File: src/rtl/imul_iter_32b_if.sv
// Operand/product stream bundle for the iterative 32-bit multiplier.
// master = operand producer / product consumer, slave = multiplier.
interface imul_iter_32b_if;
  logic        istream_val;
  logic        istream_rdy;
  logic [31:0] in0;
  logic [31:0] in1;
  logic        ostream_val;
  logic        ostream_rdy;
  logic [31:0] out;

  modport master (
    output istream_val, in0, in1, ostream_rdy,
    input  istream_rdy, ostream_val, out
  );

  modport slave (
    input  istream_val, in0, in1, ostream_rdy,
    output istream_rdy, ostream_val, out
  );
endinterface

File: src/rtl/imul_iter_32b.sv
// Iterative shift-add 32x32 multiplier returning the low 32 product bits.
// Fixed 32-cycle CALC phase, Moore handshakes on both streams.
module imul_iter_32b (
  input logic           clk,
  input logic           reset,
  imul_iter_32b_if.slave bus
);

  typedef enum logic [1:0] {
    IDLE = 2'd0,
    CALC = 2'd1,
    DONE = 2'd2
  } state_t;

  state_t      state;
  logic [31:0] a;
  logic [31:0] b;
  logic [31:0] acc;
  logic [4:0]  cnt;
  logic        istream_rdy_q;
  logic        ostream_val_q;

  // Handshake flags are registered alongside state so they always match it.
  always_ff @(posedge clk) begin
    if (reset) begin
      state         <= IDLE;
      a             <= '0;
      b             <= '0;
      acc           <= '0;
      cnt           <= '0;
      istream_rdy_q <= 1'b1;
      ostream_val_q <= 1'b0;
    end else begin
      case (state)
        IDLE: begin
          if (bus.istream_val) begin
            a             <= bus.in0;
            b             <= bus.in1;
            acc           <= '0;
            cnt           <= '0;
            state         <= CALC;
            istream_rdy_q <= 1'b0;
          end
        end
        CALC: begin
          if (b[0]) acc <= acc + a;
          a   <= {a[30:0], 1'b0};
          b   <= {1'b0, b[31:1]};
          cnt <= cnt + 5'd1;
          if (cnt == 5'd31) begin
            state         <= DONE;
            ostream_val_q <= 1'b1;
          end
        end
        DONE: begin
          if (bus.ostream_rdy) begin
            state         <= IDLE;
            ostream_val_q <= 1'b0;
            istream_rdy_q <= 1'b1;
          end
        end
        default: begin
          state         <= IDLE;
          istream_rdy_q <= 1'b1;
          ostream_val_q <= 1'b0;
        end
      endcase
    end
  end

  assign bus.istream_rdy = istream_rdy_q;
  assign bus.ostream_val = ostream_val_q;
  assign bus.out         = acc;

endmodule

File: src/flat_wrapper.sv
// flat-port wrapper written by rule: the top's interface ports become plain ports
module imul_iter_32b_flat 
  (clk, reset, bus_istream_val, bus_in0, bus_in1, bus_ostream_rdy, bus_istream_rdy, bus_ostream_val, bus_out);
  imul_iter_32b_if bus_i ();
  input logic clk;
  input logic reset;
  input wire logic [$bits(bus_i.istream_val)-1:0] bus_istream_val;
  input wire logic [$bits(bus_i.in0)-1:0] bus_in0;
  input wire logic [$bits(bus_i.in1)-1:0] bus_in1;
  input wire logic [$bits(bus_i.ostream_rdy)-1:0] bus_ostream_rdy;
  output wire logic [$bits(bus_i.istream_rdy)-1:0] bus_istream_rdy;
  output wire logic [$bits(bus_i.ostream_val)-1:0] bus_ostream_val;
  output wire logic [$bits(bus_i.out)-1:0] bus_out;
  assign bus_i.istream_val = bus_istream_val;
  assign bus_i.in0 = bus_in0;
  assign bus_i.in1 = bus_in1;
  assign bus_i.ostream_rdy = bus_ostream_rdy;
  assign bus_istream_rdy = bus_i.istream_rdy;
  assign bus_ostream_val = bus_i.ostream_val;
  assign bus_out = bus_i.out;
  imul_iter_32b u_core (.clk(clk), .reset(reset), .bus(bus_i));
endmodule
File: config.mk
export PLATFORM = sky130hd
export DESIGN_NAME = imul_iter_32b_flat
export DESIGN_NICKNAME = d
export VERILOG_FILES = /design/src/rtl/imul_iter_32b_if.sv /design/src/rtl/imul_iter_32b.sv /design/src/flat_wrapper.sv
export SDC_FILE = /design/constraint.sdc
export NUM_CORES = 1
export LEC_CHECK = 0
export ABC_AREA = 0
export CORE_UTILIZATION = 45
export DETAILED_ROUTE_END_ITERATION = 10
export PLACE_DENSITY = 0.7
export SLEW_MARGIN = 20
export SYNTH_ARGS = -nofsm -noshare
export SYNTH_HDL_FRONTEND = slang
export SYNTH_SLANG_ARGS = --single-unit
File: constraint.sdc
create_clock -name clk -period 3.02 [get_ports clk]
set_input_delay 0.755 -clock clk [delete_from_list [all_inputs] [get_ports clk]]
set_output_delay 0.755 -clock clk [all_outputs]
set_load 0.02 [all_outputs]
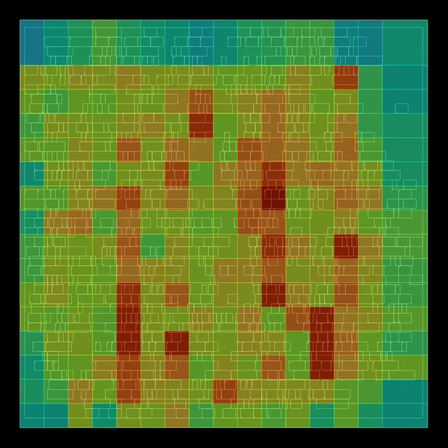
(routing congestion)
grt peak-use layer: met2
post-DR wirelength/cell: 14.70 um

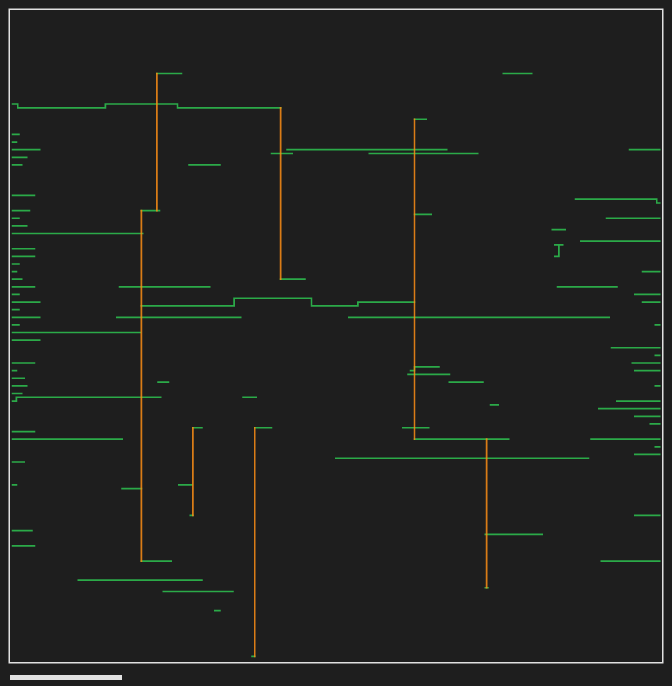
(routed metal, one color a layer)
Scale bar: 20 um. Only two layers are drawn.
green -> metal 3  # wire length 740 um
orange -> metal 4  # wire length 258 um

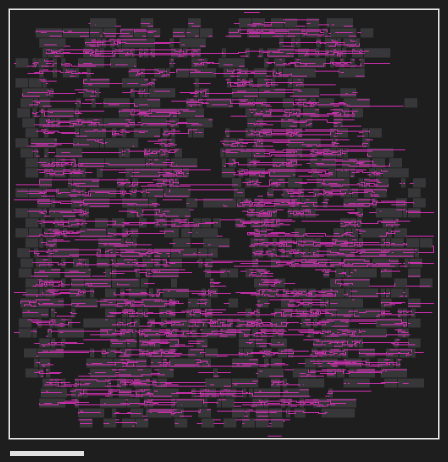
(metal 1)
Scale bar: 20 um.
nets with wire on the layer = 843
wire length on this layer = 7050 um
share of all routed wire = 47%
longest straight run = 35.0 um

==> flow_summary.ini <==
; synthesis and place-and-route metrics
[status]
status = finished, final reports clean

[cells_and_area]
inverters_excl_clock = 11
fin_util_pct = 58.03
nNonClkBuffers = 112
largestClassByArea = multi-input combinational cells
buf_share_pct = 14.97
fillers = 1193
nClkBuffers = 9
flop_area_mm2 = 0.002102

[worst_setup_path]
max_stage_delay_ns = 0.41
end_kind = flip-flop
slowest_stage = fa_1
worstReg2RegEnd = u_core.bus.out[24]
cp-start-kind = flip-flop
worstPathMaxFanout = 4

[routing]
met2_length_mm = 6.801
drt_first_pass_iters = 4
wl_mm = 14.85
vias_per_cell = 5.599
drtAntennaViolNets = 0

[logic_synthesis]
synth_cell_types = 60
ys.flops = 105
top_cell = nand2_1
ys_cells = 758
edf_count = 0
synth_seq_share_pct = 35.69
yosysWarnings = 0
top_cells_by_area = dfxtp_1 (36%), nand2_1 (10%), a311oi_1 (9.5%)

[die]
rows = 41
die_height_um = 116.4
io_pins = 102
chipWidth_um = 116.4

[placement]
preCtsSetupSlack_ns = 0.1507
hpwl_mm = 10.71
dp.cells = 994

[timing]
hold_violations = 0
rsz0062_at_grt = no
period_needed_ns = 2.786

[grt]
grt_pass1_vias = 5196
grt_overflow = 0
grt_max_degree = 127
met3_usage_pct = 3.840

[worst_hold_path]
min_to = u_core.b[10]
hp-class = flip-flop to flip-flop

[power]
p_per_area_mw_per_mm2 = 453.6
p_comb_share_pct = 16.8
power_clock_uw = 1230

[clock_tree]
cts_tree = yes
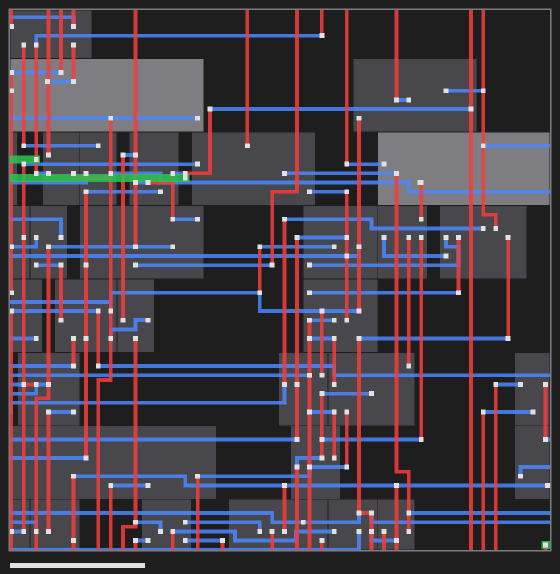
(layout detail)
Scale bar: 5 um. Window x 77 to 97, y 77 to 97 um. Cells in gray, sequential cells in the stronger gray; small squares are vias.
green -> metal 3
red -> metal 2
blue -> metal 1
netlist names of flops here include = u_core.a (1), u_core.bus.out (1)
sequential cells in the window = 2
cells with their middle in the window = 29

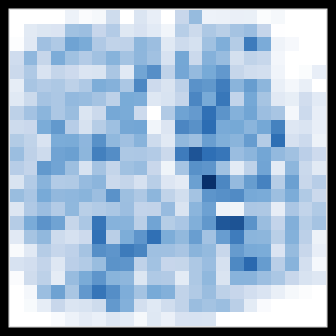
(routed metal per tile)
23 x 23 tiles, from white (low) to dark blue (high), scaled to the fullest tile. Values are wire area over tile area, all layers added.
nearly empty tiles = 7.8%
mean over tiles = 0.17
fullest tile = 0.55
tiles over half the peak = 17%
emptiest ninth of the die = top right

how the worst max path moves through the flow:
stage | startpoint | to | slack (ns) | cells after the start
finish | u_core.a[0] | u_core.bus.out[24] | 0.23 | 11
detailed placement | bus_istream_val | u_core.bus.out[31] | 0.15 | 7
global route | u_core.a[0] | u_core.bus.out[24] | 0.0006 | 11
floorplan | u_core.bus.out[0] | u_core.bus.out[24] | 0.45 | 11
CTS | u_core.a[0] | u_core.bus.out[24] | 0.24 | 11
global placement | bus_istream_val | u_core.bus.out[31] | 0.24 | 7
state kept, by name, summed over array words and instances, names as in the netlist:
| signal | count |
|---|---|
| u_core.a | 32 |
| u_core.b | 32 |
| u_core.bus.out | 32 |
| u_core.cnt | 5 |
| u_core.state | 2 |
| u_core.bus.istream_rdy | 1 |
| u_core.bus.ostream_val | 1 |
